### Routed metal, one colour a layer

The bar under the picture is 20 um long.
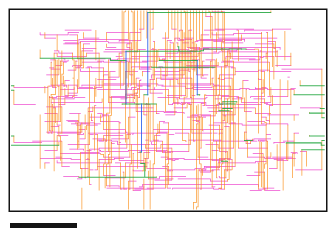
### Signal metal coverage by tile

The bar under the picture is 20 um long. The die is cut into 19 by 12 equal tiles; dark blue is low, red is high, scaled to the fullest tile. Values are wire area over tile area, all layers added.
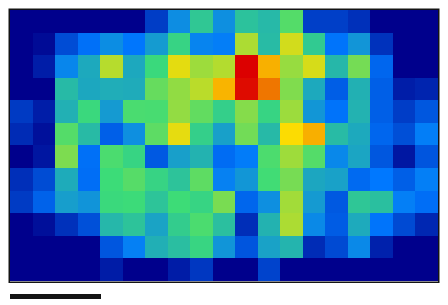
### Sequential cells coloured by netlist name

The bar under the picture is 20 um long.
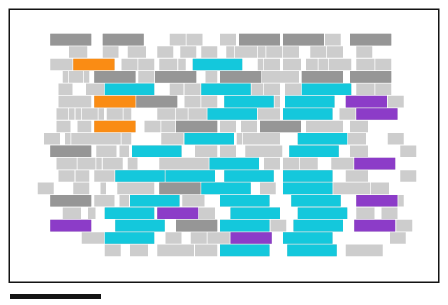
### Cell classes on the final placement

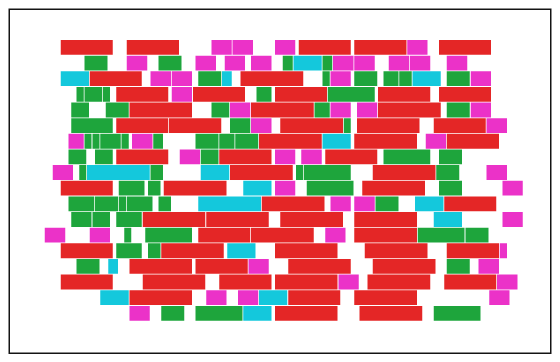
[src/rtl/io_pkg.sv]
// rtl/io_pkg.sv - shared widths, FIFO depth default and output-FSM state type
// Purpose: common definitions imported by the IO port controller files.
//   DATA_W         : byte width of every data path
//   FIFO_DEPTH_DEF : default input-FIFO depth in bytes
//   out_state_t    : output FSM states (IDLE = OUTR free, BUSY = OUTR holding a byte)
package io_pkg;
   localparam int DATA_W         = 8;
   localparam int FIFO_DEPTH_DEF = 4;

   typedef enum logic {
      IDLE = 1'b0,
      BUSY = 1'b1
   } out_state_t;
endpackage

[src/rtl/io_port_ctrl_if.sv]
// rtl/io_port_ctrl_if.sv - byte stream bundle between IO port controller and devices
// Purpose: groups the keyboard/host input stream and the printer output stream.
//   in_data/in_valid/in_ready    : input byte stream into the controller FIFO
//   out_data/out_valid/out_ready : OUTR byte stream towards the printer sink
//   master : device side (drives input bytes and the sink ready)
//   slave  : controller side
interface io_port_ctrl_if;
   import io_pkg::*;

   logic [DATA_W-1:0] in_data;
   logic              in_valid;
   logic              in_ready;
   logic [DATA_W-1:0] out_data;
   logic              out_valid;
   logic              out_ready;

   modport master (
      output in_data, in_valid, out_ready,
      input  in_ready, out_data, out_valid
   );

   modport slave (
      input  in_data, in_valid, out_ready,
      output in_ready, out_data, out_valid
   );
endinterface

[src/rtl/io_sync_fifo.sv]
// rtl/io_sync_fifo.sv - single-clock byte FIFO feeding the INPR register
// Purpose: buffers input bytes until the processor consumes them.
//   clk, rst_n      : clock and asynchronous active-low reset (empties the FIFO)
//   wr_en, wr_data  : push a byte (ignored while full)
//   rd_en, rd_data  : pop the head (ignored while empty); rd_data is the current head
//   full, empty     : occupancy flags
//   count           : number of bytes held, 0..DEPTH
module io_sync_fifo
   import io_pkg::*;
#(
   parameter int DEPTH = FIFO_DEPTH_DEF
) (
   input  logic                     clk,
   input  logic                     rst_n,
   input  logic                     wr_en,
   input  logic [DATA_W-1:0]        wr_data,
   input  logic                     rd_en,
   output logic [DATA_W-1:0]        rd_data,
   output logic                     full,
   output logic                     empty,
   output logic [$clog2(DEPTH):0]   count
);
   localparam int AW = $clog2(DEPTH);
   localparam logic [AW:0] FULL_CNT = DEPTH[AW:0];

   logic [DATA_W-1:0] mem [DEPTH];
   logic [AW-1:0]     wr_ptr;
   logic [AW-1:0]     rd_ptr;
   logic              do_wr;
   logic              do_rd;

   assign full    = (count == FULL_CNT);
   assign empty   = (count == '0);
   assign do_wr   = wr_en && !full;
   assign do_rd   = rd_en && !empty;
   assign rd_data = mem[rd_ptr];

   // DEPTH is a power of two, so the pointers wrap by natural overflow.
   always_ff @(posedge clk or negedge rst_n) begin
      if (!rst_n) begin
         wr_ptr <= '0;
         rd_ptr <= '0;
         count  <= '0;
      end else begin
         if (do_wr) wr_ptr <= wr_ptr + AW'(1);
         if (do_rd) rd_ptr <= rd_ptr + AW'(1);
         case ({do_wr, do_rd})
            2'b10:   count <= count + 1'b1;
            2'b01:   count <= count - 1'b1;
            default: count <= count;
         endcase
      end
   end

   // Storage needs no reset: contents are only visible through the pointers.
   always_ff @(posedge clk) begin
      if (do_wr) mem[wr_ptr] <= wr_data;
   end
endmodule

[src/rtl/io_port_ctrl.sv]
// rtl/io_port_ctrl.sv - basic-computer IO port: input FIFO/INPR/FGI, OUTR/FGO, interrupt logic
// Purpose: bridges byte streams to the processor's INPR/OUTR registers and raises R.
//   clk, CLR_GLOBAL : clock and asynchronous active-low reset
//   bus (slave)     : input byte stream (into FIFO) and OUTR stream to printer sink
//   outt_INPR, FGI  : input register and input flag
//   FGO             : output flag (1 while OUTR is free)
//   IEN, R          : interrupt enable and interrupt request flip-flops
//   ac_low          : AC[7:0], loaded into OUTR on out_load
//   inp_ack, out_load, ion, iof, int_ack : processor instruction/cycle pulses
//   not_t012        : processor timing is outside T0..T2
//   ovr_err         : sticky, out_load arrived while OUTR was still busy
module io_port_ctrl
   import io_pkg::*;
#(
   parameter int FIFO_DEPTH = FIFO_DEPTH_DEF
) (
   input  logic              clk,
   input  logic              CLR_GLOBAL,
   io_port_ctrl_if.slave     bus,
   output logic [DATA_W-1:0] outt_INPR,
   output logic              FGI,
   output logic              FGO,
   output logic              IEN,
   output logic              R,
   input  logic [DATA_W-1:0] ac_low,
   input  logic              inp_ack,
   input  logic              out_load,
   input  logic              ion,
   input  logic              iof,
   input  logic              not_t012,
   input  logic              int_ack,
   output logic              ovr_err
);
   localparam int CW = $clog2(FIFO_DEPTH) + 1;

   logic              fifo_full;
   logic              fifo_empty;
   logic [CW-1:0]     fifo_count;
   logic [DATA_W-1:0] fifo_head;
   logic              fifo_wr;
   logic              fifo_pop;

   out_state_t        state_q;
   out_state_t        state_d;
   logic              load_outr;
   logic [DATA_W-1:0] out_data_q;

   // Gating with CLR_GLOBAL keeps devices from handing over bytes during reset.
   assign bus.in_ready = CLR_GLOBAL && !fifo_full;
   assign fifo_wr      = bus.in_valid && bus.in_ready;
   // INPR only refills once the processor has consumed the previous byte.
   assign fifo_pop     = !FGI && !fifo_empty;

   io_sync_fifo #(
      .DEPTH   (FIFO_DEPTH)
   ) u_fifo (
      .clk     (clk),
      .rst_n   (CLR_GLOBAL),
      .wr_en   (fifo_wr),
      .wr_data (bus.in_data),
      .rd_en   (fifo_pop),
      .rd_data (fifo_head),
      .full    (fifo_full),
      .empty   (fifo_empty),
      .count   (fifo_count)
   );

   a_fifo_flags: assert property (@(posedge clk) disable iff (!CLR_GLOBAL)
      fifo_full == (fifo_count == CW'(FIFO_DEPTH)));

   // Input side: INPR/FGI handshake and interrupt flip-flops.
   always_ff @(posedge clk or negedge CLR_GLOBAL) begin
      if (!CLR_GLOBAL) begin
         outt_INPR <= '0;
         FGI       <= 1'b0;
         IEN       <= 1'b0;
         R         <= 1'b0;
         ovr_err   <= 1'b0;
      end else begin
         if (fifo_pop) begin
            outt_INPR <= fifo_head;
            FGI       <= 1'b1;
         end else if (inp_ack && FGI) begin
            FGI       <= 1'b0;
         end

         if (int_ack)    IEN <= 1'b0;
         else if (iof)   IEN <= 1'b0;
         else if (ion)   IEN <= 1'b1;

         if (int_ack)                                  R <= 1'b0;
         else if (not_t012 && IEN && (FGI || FGO))     R <= 1'b1;

         if (out_load && state_q == BUSY) ovr_err <= 1'b1;
      end
   end

   // Output FSM state and OUTR register.
   always_ff @(posedge clk or negedge CLR_GLOBAL) begin
      if (!CLR_GLOBAL) begin
         state_q    <= IDLE;
         out_data_q <= '0;
      end else begin
         state_q <= state_d;
         if (load_outr) out_data_q <= ac_low;
      end
   end

   always_comb begin
      state_d   = state_q;
      load_outr = 1'b0;
      case (state_q)
         IDLE: begin
            if (out_load) begin
               state_d   = BUSY;
               load_outr = 1'b1;
            end
         end
         BUSY: begin
            if (bus.out_ready) state_d = IDLE;
         end
         default: state_d = IDLE;
      endcase
   end

   assign FGO           = (state_q == IDLE);
   assign bus.out_valid = (state_q == BUSY);
   assign bus.out_data  = out_data_q;
endmodule
[src/flat_wrapper.sv]
// flat-port wrapper written by rule: the top's interface ports become plain ports
module io_port_ctrl_flat import io_pkg::*;
#(
   parameter int FIFO_DEPTH = FIFO_DEPTH_DEF
)
  (clk, CLR_GLOBAL, outt_INPR, FGI, FGO, IEN, R, ac_low, inp_ack, out_load, ion, iof, not_t012, int_ack, ovr_err, bus_in_data, bus_in_valid, bus_out_ready, bus_in_ready, bus_out_data, bus_out_valid);
  io_port_ctrl_if bus_i ();
  input  logic clk;
  input  logic CLR_GLOBAL;
  output logic [DATA_W-1:0] outt_INPR;
  output logic FGI;
  output logic FGO;
  output logic IEN;
  output logic R;
  input  logic [DATA_W-1:0] ac_low;
  input  logic inp_ack;
  input  logic out_load;
  input  logic ion;
  input  logic iof;
  input  logic not_t012;
  input  logic int_ack;
  output logic ovr_err;
  input wire logic [$bits(bus_i.in_data)-1:0] bus_in_data;
  input wire logic [$bits(bus_i.in_valid)-1:0] bus_in_valid;
  input wire logic [$bits(bus_i.out_ready)-1:0] bus_out_ready;
  output wire logic [$bits(bus_i.in_ready)-1:0] bus_in_ready;
  output wire logic [$bits(bus_i.out_data)-1:0] bus_out_data;
  output wire logic [$bits(bus_i.out_valid)-1:0] bus_out_valid;
  assign bus_i.in_data = bus_in_data;
  assign bus_i.in_valid = bus_in_valid;
  assign bus_i.out_ready = bus_out_ready;
  assign bus_in_ready = bus_i.in_ready;
  assign bus_out_data = bus_i.out_data;
  assign bus_out_valid = bus_i.out_valid;
  io_port_ctrl #(.FIFO_DEPTH(FIFO_DEPTH)) u_core (.clk(clk), .CLR_GLOBAL(CLR_GLOBAL), .bus(bus_i), .outt_INPR(outt_INPR), .FGI(FGI), .FGO(FGO), .IEN(IEN), .R(R), .ac_low(ac_low), .inp_ack(inp_ack), .out_load(out_load), .ion(ion), .iof(iof), .not_t012(not_t012), .int_ack(int_ack), .ovr_err(ovr_err));
endmodule
[config.mk]
export PLATFORM = sky130hd
export DESIGN_NAME = io_port_ctrl_flat
export DESIGN_NICKNAME = d
export VERILOG_FILES = /design/src/rtl/io_pkg.sv /design/src/rtl/io_port_ctrl_if.sv /design/src/rtl/io_sync_fifo.sv /design/src/rtl/io_port_ctrl.sv /design/src/flat_wrapper.sv
export SDC_FILE = /design/constraint.sdc
export NUM_CORES = 1
export LEC_CHECK = 0
export CORE_ASPECT_RATIO = 0.6
export CORE_MARGIN = 4
export CORE_UTILIZATION = 54
export DETAILED_ROUTE_END_ITERATION = 7
export PLACE_DENSITY = 0.83
export RECOVER_POWER = 100
export REMOVE_ABC_BUFFERS = 1
export SLEW_MARGIN = 15
export SYNTH_ARGS = -nofsm -noshare
export SYNTH_HDL_FRONTEND = slang
export SYNTH_SLANG_ARGS = --single-unit
[constraint.sdc]
create_clock -name clk -period 6.1 [get_ports clk]
set_input_delay 1.22 -clock clk [delete_from_list [all_inputs] [get_ports clk]]
set_output_delay 1.22 -clock clk [all_outputs]
set_load 0.1 [all_outputs]
==> flow_metrics.tcl <==
# yosys + openroad results
set metrics [dict create \
    run_status "finished, violations left" \
    violations "max-capacitance violations, max-slew violations" \
    rsz0062_at_grt "no" \
    cap_viol_max_count 1 \
    timing.clock.skew_ps 8.16 \
    grt.busiest_layer "met2" \
    worst-r2r-setup-slack_ps 3980 \
    post_drt_via_cell_ratio 5.26 \
    synth.ff_latch_count 60 \
    clock_sinks 60 \
    comb_power_uw 687 \
    initCoreUtil 0.571 \
    hold_path_class "reg -> reg" \
    clock_net_power_uw 408 \
    power.net_switching_uw 709 \
    post-cts-setup-buffers 0 \
    synthTopCellsByCount "32 x sky130_fd_sc_hd__edfxtp_1, 28 x sky130_fd_sc_hd__dfrtp_1, 9 x sky130_fd_sc_hd__inv_1" \
    yosys_warnings 0 \
    worst-slew-pin-transition_ps 1620 \
    seq_cell_count 60 \
    final_min_period_over_clock_period 0.763 \
    timing.hold.worst.start "u_core.ovr_err" \
    timing.critical_path.from "CLR_GLOBAL" \
    power_frac_seq 0.356 \
    antenna_cells_inserted 0 \
    cts_tree "done" \
    grt.met2_usage 0.346 \
    synth.cell_area_um2 2390 \
    yosys.stat.chipArea_um2 2390 \
    synthMostInstantiatedCell "sky130_fd_sc_hd__edfxtp_1" \
    n_clock_buffer 12 \
    final-max-slew-violation-count 31 \
    die_width_um 93.9 \
]
-- 'Routed metal, one colour a layer' (at the start) --
legend:
  M1:
    colour: magenta
    wire_length: 2060 um
  M4:
    colour: blue
    wire_length: 64.6 um
  M3:
    colour: green
    wire_length: 252 um
  M2:
    colour: orange
    wire_length: 2620 um
GRT Resource Usage Total: 0.209
Routed WL: 4990 um
DR vias: 1316

-- 'Signal metal coverage by tile' (at the start) --
tiles over half the peak: 20%
densest ninth of the die: north
fullest tile: 0.46

-- 'Sequential cells coloured by netlist name' (at the start) --
legend:
  u_core.u_fifo.count:
    colour: orange
    flops: 3
  u_core.u_fifo.mem:
    colour: cyan
    flops: 32
  u_core.outt_INPR:
    colour: purple
    flops: 8
sequential cell area share: 0.531
sequential cell power: 606 uW
area taken by flip-flops and latches: 1660 um^2

-- 'Cell classes on the final placement' (at the start) --
legend:
  remaining logic cells:
    colour: green
    cells: 65
  registers:
    colour: red
    cells: 60
  remaining buffers and delay cells:
    colour: magenta
    cells: 49
  clock drivers and dummy loads:
    colour: cyan
    cells: 16

[cell usage in the layout, fill, tap and decap left out, drive strengths merged]
cell type	instances
a21o	1
a21oi	1
and2	4
buf	1
bufinv	2
clkbuf	13
clkdlybuf4s50	13
clkinv	2
dfrtp	28
dlygate4sd3	34
edfxtp	32
fa	1
ha	5
inv	9
mux2	17
mux2i	2
mux4	8
nor2	3
nor2b	1
nor3	2
nor3b	1
o211ai	1
o21bai	1
o311a	1
o31a	1
xnor2	3
xor2	3
[per-stage QoR]
stage / utilization / instance area (um^2) / power (uW)
2_1_floorplan: - / 2370 / 1170
3_3_place_gp: 0.700 / 2930 / 1340
3_5_place_dp: 0.700 / 2930 / 1360
4_1_cts: 0.756 / 3170 / 1780
5_1_grt: 0.747 / 3130 / 1780
6_report: 0.747 / 3130 / 1700
Power figures rest on the tool's default switching activity, not on a simulated workload.
